Design cdma_walsh_link, sky130hd; sources not shown.
Figure 1. Placement density heat map (run 1).
14 x 14 tiles, from dark blue (low) to red (high), 0 to 100% covered.
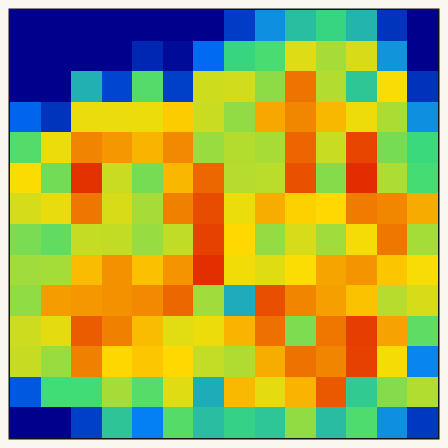
nearly empty tiles: 8.7%
emptiest ninth of the die: upper left
mean over tiles: 59%
fullest tile: 95%
floorplan utilization: 53.8%
Final Util: 64.9%
core area: 0.0175 mm2

Figure 2. Congestion heat map (run 1).
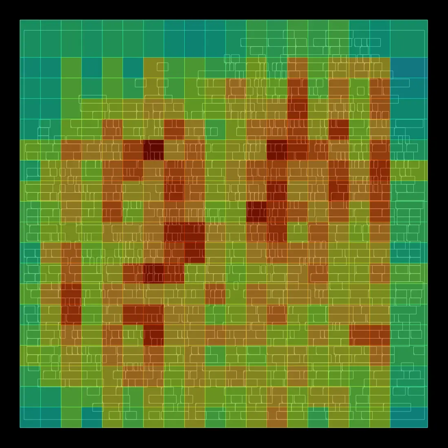
GR Util All Layers: 22.7%
DR WL/cell: 16.9 um
met1 usage: 29.6%
routing usage on met3: 4.48%

Figure 3. Routed metal, one color a layer (run 1).
Bar = 50 um.
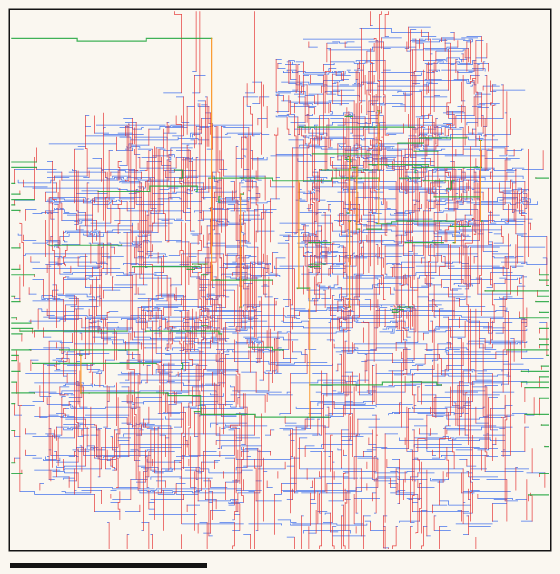
| layer | color | wire length |
|---|---|---|
| metal 4 | orange | 263 um |
| metal 3 | green | 788 um |
| metal 2 | red | 9960 um |
| metal 1 | blue | 8830 um |
total vias in the final route: 6636
final WL: 19800 um

==> impl_metrics.ini, run 1 <==
; flow metrics
[global_route]
overflow = 0
antenna_found_initial = 0

[job]
tool_warnings = 36

[worst_setup_path]
path_delay_family = adder cells
cp-start-kind = flip-flop
crit_type = reg -> reg
slowest_delay_ns = 0.53
crit_fanout = 4
arrival_ns = 4.60
r2r_slack_ns = -0.28
cp.required_ns = 4.32

[placed_design]
place_hpwl_um = 13400
gp_congestion = 0.837
port_buffers = 83

[sta]
finalMaxSlewViolations = 0
worst_pin_slew_ns = 0.802
rsz0062_at_grt = true
finalSetupViolCount = 3
finalWorstSetupSlack_ns = -0.275
timing.final.crit_period_ns = 4.28

[layout]
diodes = 0
nNetsFinal = 1024
area_growth_pct = 20.5
drive_gt1_share_pct = 20.7

[detailed_routing]
ant_nets = 0
drc = 0
first_pass_iters = 5
drtIter0Drc = 389

[outcome]
outcome = finished with violations
violations = negative setup slack

[synthesis]
ys_seq_share_pct = 49.6
synth_area_mm2 = 0.00944
yosys_area_mm2 = 0.00944
ys_cells = 825

[pwr]
max-vdd-ir-drop_mv = 0.433

[clock_network]
clockRootBuffer = clkbuf_16
cts_buffers = 17
numClockSinks = 187
cts_tree = built

[floorplan]
rows = 48

[min_path]
worstHoldPathCells = 0
## run 1: kinds of logic after synthesis
group           count (synthesis)  share of synthesized area, %
buf+inv                        70                          3.15
simple gates                  191                          9.75
compound gates                155                          9.81
flops                         187                          49.6
mux                           139                          17.6
xor+xnor                       38                          3.53
fa+ha+maj                      45                          6.60
## run 1: cells in the mapped netlist, drive strengths merged (8+ instances only)
| master | n | area [um2] |
|---|---|---|
| nor2b | 26 | 163 |
| ha | 37 | 463 |
| nor3 | 11 | 55.1 |
| o21ai | 16 | 83.8 |
| o22ai | 38 | 238 |
| inv | 29 | 109 |
| nand3 | 9 | 45.0 |
| nand2b | 9 | 56.3 |
| clkbuf | 27 | 121 |
| mux4 | 8 | 203 |
| fa | 8 | 160 |
| nor2 | 83 | 312 |
| xor2 | 11 | 96.3 |
| mux2i | 13 | 130 |
| buf | 12 | 60.1 |
| a21oi | 68 | 340 |
| dfrtp | 187 | 4680 |
| mux2 | 118 | 1330 |
| nand2 | 28 | 105 |
| xnor2 | 27 | 236 |
## run 1: cell usage in the layout (no fill, tap or decap), drive strengths merged, types with 26 or more instances in the layout
| master | n |
|---|---|
| dfrtp | 187 |
| mux2 | 118 |
| nor2 | 83 |
| clkdlybuf4s50 | 82 |
| a21oi | 68 |
| clkbuf | 46 |
| o22ai | 38 |
| ha | 37 |
| inv | 34 |
| nand2 | 28 |
| xnor2 | 27 |
| buf | 27 |
| nor2b | 26 |
## run 1: area by class of cell
type,count,area (um2)
fillers,1357,6160
clock inverters,11,133
inverters,31,116
multi-input cells,568,4570
well taps,225,282
clock buffers,21,460
flip-flops and latches,187,4680
repair buffers,97,961
plain buffers,37,179
## run 1: per-layer routing
layer / routed length (um) / up-vias / track usage [%]
met3: 788 / 26 / 4.48
met1: 8830 / 3309 / 29.6
met2: 9960 / 157 / 38.5
li1: - / 3144 / -
met4: 263 / 0 / 6.30
met5: 0 / - / 0
## run 1: timing repair
item | in CTS | in global routing
hold buffers | 0 | 0
gates resized | 12 | 10
setup buffers | 9 | 4
pin swaps | 7 | 8
endpoints found under the setup margin | 5 | 5
## run 1: through the flow
| stage | setup WS [ns] | util [%] | TNS (ns) |
|---|---|---|---|
| global route | -0.469 | 64.9 | -1.20 |
| floorplan | -0.0552 | - | -0.102 |
| finish | -0.275 | 64.9 | -0.676 |
| CTS | -0.165 | 64.5 | -0.475 |
| detailed placement | -0.475 | 60.5 | -1.53 |
| global placement | -6.01 | 60.3 | -1121.78 |
## run 1: report_power, final
group / leakage (nW) / internal (mW) / switching [mW]
Combinational: 2.53 / 0.686 / 0.754
Sequential: 2.44 / 2.12 / 0.100
Clock: 0.291 / 0.967 / 0.750
Figure 4. Gate families picked out (run 1).
Bar = 50 um.
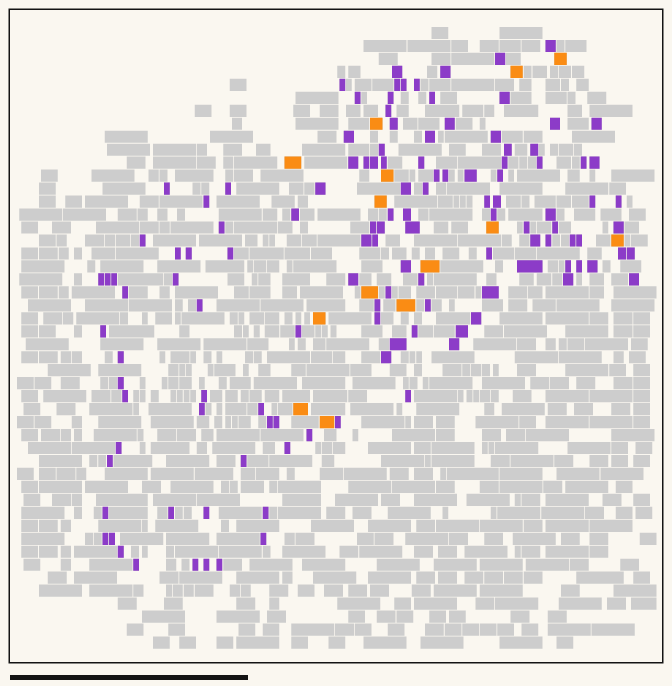

--- run 2 (diff from run 1) ---
- REMOVE_ABC_BUFFERS: not set -> 1
Figure 5. Gate families picked out (run 2).
Bar = 50 um.
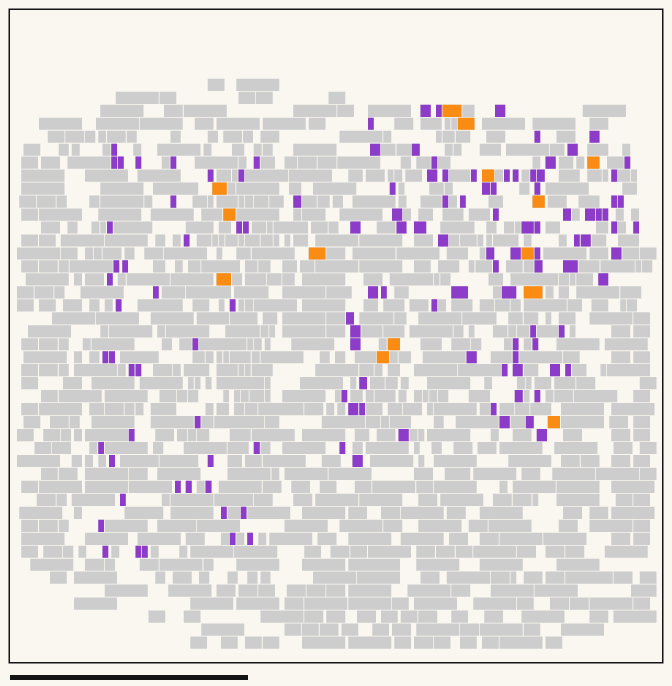
| family | color | cells |
|---|---|---|
| NOR gates | purple | 126 |
| AND-OR and OR-AND gates | orange | 14 |
Non-Filler Instances: 1147
most numerous logic cell after layout: dfrtp_1
logic share of the area: 40.4%

Figure 6. Routed clock nets over the placement (run 2).
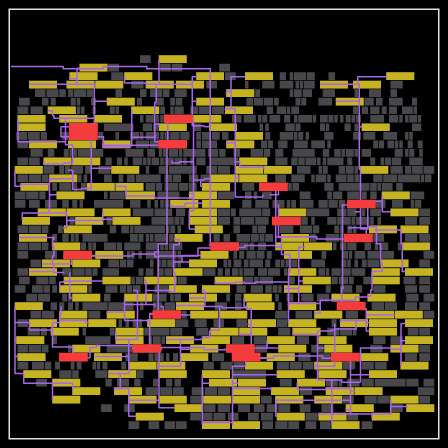
[clock drivers] red | count: 17
[flip-flops] yellow | count: 187
[clock wires] purple | length: 2210 um
routed clock nets: 18
flops lie: widely spread
Insertion Delay late pin: 0.44 ns
clock network power share: 30.6%

==> run 2 against run 1 <==
  * The run still ends with negative setup slack left
  * Power fell by 1.9%
  * Setup slack got worse by 0.054 ns
  * Sequential share of layout area rose by 0.36 points
  * Global-route usage fell by 0.13 points
  * First-iteration DRC count rose by 3.9%
  * Combinational power barely moved
  * Critical endpoint is now chip_sum[1]$_DFF_PN0_
  * Largest power group unchanged
==> impl_metrics.ini, run 2 <==
; flow metrics
[worst_setup_path]
r2r_slack_ns = -0.33
path_delay_family = adder cells
crit_type = reg -> reg

[detailed_routing]
ant_nets = 0
post_drt_wl_per_cell_um = 16.9
drtIter0Drc = 404
drt_wl_total_um = 19400
first_pass_iters = 5

[sta]
rsz0062_at_grt = true
finalSetupViolCount = 3
finalMaxSlewViolations = 0
finalWorstSetupSlack_ns = -0.329
timing.final.crit_period_ns = 4.33

[synthesis]
fa_ha_area_share_pct = 6.60
most_common_cell = dfrtp_1
synth_area_mm2 = 0.00944
yosysTopAreaCellShare_pct = 49.6
ys_seq_share_pct = 49.6

[clock_network]
numClockSinks = 187
cts_tree = built

[layout]
diodes = 0
logic_area_mm2 = 0.00456

[global_route]
overflow = 0

[placed_design]
place_hpwl_um = 12400

[outcome]
violations = negative setup slack
outcome = finished with violations

[floorplan]
rows = 48
core_mm2 = 0.0175
[run 2: what timing repair did]
item | in CTS | in global routing
hold endpoints to repair | 0 | 0
resized | 20 | 8
setup endpoints to repair | 3 | 5
hold buffers | 0 | 0
pin swaps | 6 | 6
setup buffers | 9 | 5
[run 2: per-stage QoR]
stage | util (%) | worst slack (ns) | hold WS, ns | cell area [um2]
2_1_floorplan | - | -0.339 | 0.397 | 9260
3_3_place_gp | 59.1 | -5.95 | 0.422 | 10400
3_5_place_dp | 60.2 | -0.836 | 0.422 | 10600
4_1_cts | 64.0 | -0.185 | 0.436 | 11200
5_1_grt | 64.4 | -0.515 | 0.454 | 11300
6_report | 64.4 | -0.329 | 0.441 | 11300
[run 2: kinds of logic (layout without fill, tap and decap cells)]
kind of cell,after synthesis,after routing
compound gates,155,155
xor+xnor,38,38
fa+ha+maj,45,45
buf+inv,70,167
flops,187,187
mux,139,139
simple gates,191,191
[run 2: cell type report]
class,instances,share of cell area [%]
flip-flops and latches,187,41.5
multi-input cells,568,40.4
well taps,225,2.49
clock buffers,19,3.83
inverters,31,1.03
clock inverters,13,1.06
repair buffers,104,9.67
[run 2: report_power, final]
part	total, mW	leakage, nW	internal [mW]	switching, mW
registers	2.21	2.44	2.12	0.0971
clock network	1.61	0.269	0.863	0.749
logic	1.44	2.52	0.692	0.753
total	5.27	5.22	3.67	1.60
[run 2: per-layer routing]
| layer | global-route usage [%] | wire [um] | share of wire [%] | vias up |
|---|---|---|---|---|
| met5 | 0 | 0 | 0 | - |
| met4 | 7.10 | 208 | 1.1 | 0 |
| met3 | 4.93 | 625 | 3.2 | 14 |
| met2 | 38.4 | 10000 | 52 | 124 |
| met1 | 28.7 | 8530 | 44 | 3290 |
| li1 | - | - | - | 3096 |
No activity file was given, so power comes from the tool's default toggle rates.
